### Zoomed window

Region (45, 45) to (70, 70) um. Cells in grey, sequential cells in the stronger grey; small squares are vias.
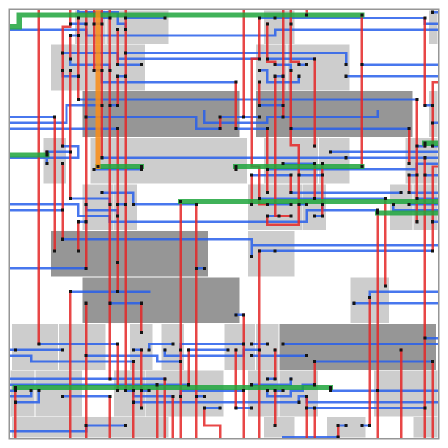
### Clock network drawn from the DEF

Drawn at 4 px/um.
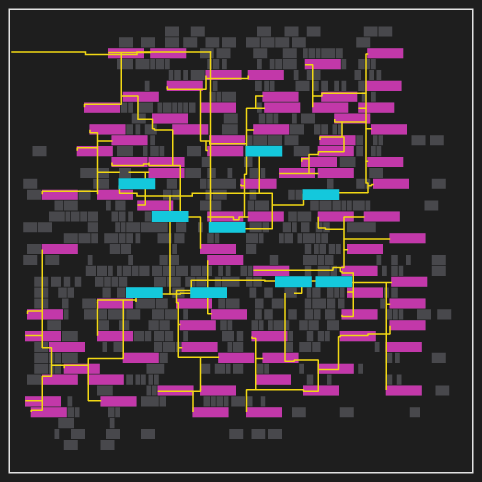
### Placement density heat map

Drawn at 2 px/um. The die is cut into 12 by 12 equal tiles; black is low, pale yellow is high, 0 to 100% covered.
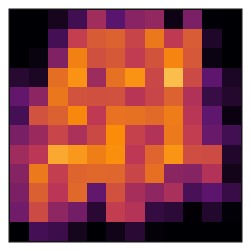
### Clock routing

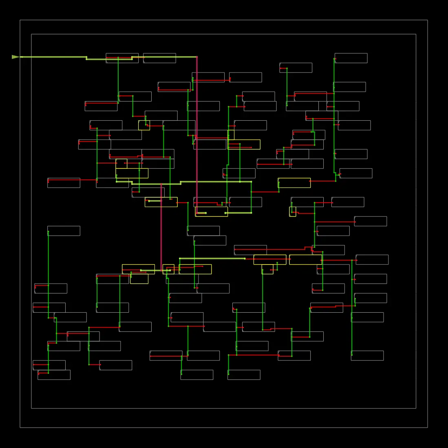
### Placement by cell class

Drawn at 3 px/um. Fill, decap, tap and diode cells in grey.
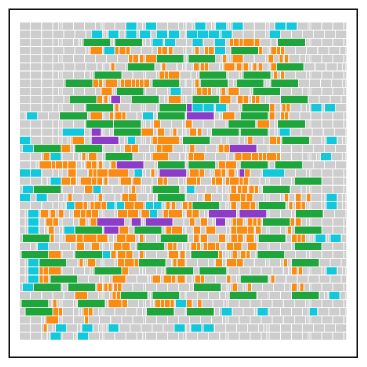
==> config.mk <==
export PLATFORM = sky130hd
export DESIGN_NAME = dcnn_io_coordinator
export DESIGN_NICKNAME = d
export VERILOG_FILES = /design/src/rtl/dcnn_io_coordinator.sv
export SDC_FILE = /design/constraint.sdc
export NUM_CORES = 1
export LEC_CHECK = 0
export CORE_MARGIN = 3
export CORE_UTILIZATION = 35
export DETAILED_ROUTE_END_ITERATION = 8
export SYNTH_ARGS = -nofsm -noshare
export SYNTH_HDL_FRONTEND = slang
export SYNTH_SLANG_ARGS = --single-unit
export TNS_END_PERCENT = 50
==> constraint.sdc <==
create_clock -name clk -period 3.1 [get_ports clk]
set_input_delay 0.775 -clock clk [delete_from_list [all_inputs] [get_ports clk]]
set_output_delay 0.775 -clock clk [all_outputs]
set_load 0.01 [all_outputs]
==> impl_metrics.env <==
# yosys + openroad results
export IMPL_ff_type="dfrtp_1"
export IMPL_top_cell="nand2_1"
export IMPL_ys_cells=442
export IMPL_power_leakage_uw=0.00227
export IMPL_ys_seq_elements=85
export IMPL_num_vias=3399
export IMPL_lay_top_count="nand2_1"
export IMPL_taps=143
export IMPL_powerDensity_nw_per_um2=781
export IMPL_dpl_hpwl_um=7020
export IMPL_final_cell_mix="nand2_1, dfrtp_1, clkdlybuf4s50_1"
export IMPL_root_buffer="clkbuf_16"
export IMPL_io_buffer_count=71
export IMPL_synth_adder_area_share_pct=0.894
export IMPL_synthCells=442
export IMPL_hp_class="input port to asynchronous set/reset pin"
export IMPL_dieWidth_um=116
export IMPL_htreeDepth=3
export IMPL_grt_max_degree=44
export IMPL_ys_types=60
export IMPL_n_fill_cell=1127
export IMPL_critPathMaxStageDelay_ps=580
export IMPL_top_power_group="sequential cells"
export IMPL_drc=0
export IMPL_cts_sinks=85
export IMPL_relSlewSlack_pct=60.5
export IMPL_synth_edff_count=0
export IMPL_cts_setup_buffers=0
export IMPL_compound_area_share_pct=13.6
export IMPL_synthArstFlopShare_pct=100
export IMPL_crit_buf_inv=2
export IMPL_antennaDiodeCount=0
export IMPL_fin_hold_ws_ps=440
export IMPL_layout_cells_non_filler=655
export IMPL_drive_gt1_share_pct=10.7
export IMPL_fin_ws_ps=351
export IMPL_hold_buffers=0
export IMPL_place_gp_congestion=0.778
export IMPL_nonClkBufAreaFrac_pct=15.6
export IMPL_worstSkewPairLatency_ps=330
export IMPL_combPwrFrac_pct=33.5
export IMPL_crit_family="buffers and inverters"
export IMPL_seq_area_sq_um=2130
export IMPL_logic_gate_count=321
export IMPL_period_minus_slack_ps=2750
export IMPL_p_int_uw=2720
export IMPL_use_met2_pct=25.4
export IMPL_ff2ff_path_depth=4
export IMPL_pre_cts_ws_ps=302
export IMPL_crit_type="flop to output port"
export IMPL_cap_violations=0
export IMPL_syn_nets=496
export IMPL_area_leaders="dfrtp_1, nand2_1, o21ai_0, mux2i_1, mux2_2"
export IMPL_synth_seq_share_pct=50.7
export IMPL_worstSetupEndpointType="output port"
export IMPL_rsz0062_at_grt="false"
export IMPL_viasPerCell=5.19
export IMPL_cp_depth=3
export IMPL_sequentialPower_uw=1760
export IMPL_ant_nets=0
export IMPL_crit_slowest_cell="dfrtp_1"
export IMPL_required_ps=2320
export IMPL_yosysWarnings=0
export IMPL_status="completed"
export IMPL_finalHoldViolCount=0
export IMPL_xor_share_pct=0.626
export IMPL_grt_usage_pct=15.6
export IMPL_ys_top_cells_by_count="nand2_1, dfrtp_1, o21ai_0, nor2_1, nand3_1"
export IMPL_grt_use_met3_pct=3.86
export IMPL_placedCellCount=639
export IMPL_irDropWorstVdd_uv=366
export IMPL_first_pass_iters=4
About 'Zoomed window':
metal 4 -> orange
metal 3 -> green
metal 1 -> blue
metal 2 -> red
cells with their middle in the window = 36
sequential cells in the window = 5
most frequent = dfrtp_1 (5), nand2_1 (4), buf_4 (4)

About 'Clock network drawn from the DEF':
clock wires -> yellow  # length 1100 um
flip-flops -> magenta  # count 85
clock drivers -> cyan  # count 9
flops lie = all over the die
Worst Skew: 10.7 ps
Clk pwr share: 24.4%

About 'Placement density heat map':
tiles over 75% full = 4.9%
nearly empty tiles = 13%
mean over tiles = 39%
densest ninth of the die = centre
Core Area: 11600 sq um
Initial Util: 36.3%
fin util: 46.2%

About 'Clock routing':
total CTS buffers: 9
seq_cells: 85
CLK BUF: 10

About 'Placement by cell class':
other buffers and delay cells -> cyan  # cells 84, share of their area 16%
combinational and other logic -> orange  # cells 327, share of their area 37%
clock drivers and dummy loads -> purple  # cells 16, share of their area 5.5%
flops -> green  # cells 85, share of their area 41%
final instance area: 5340 sq um
Cell Rows: 39
Seq/total area: 39.8%

No activity file was given, so power comes from the tool's default toggle rates.
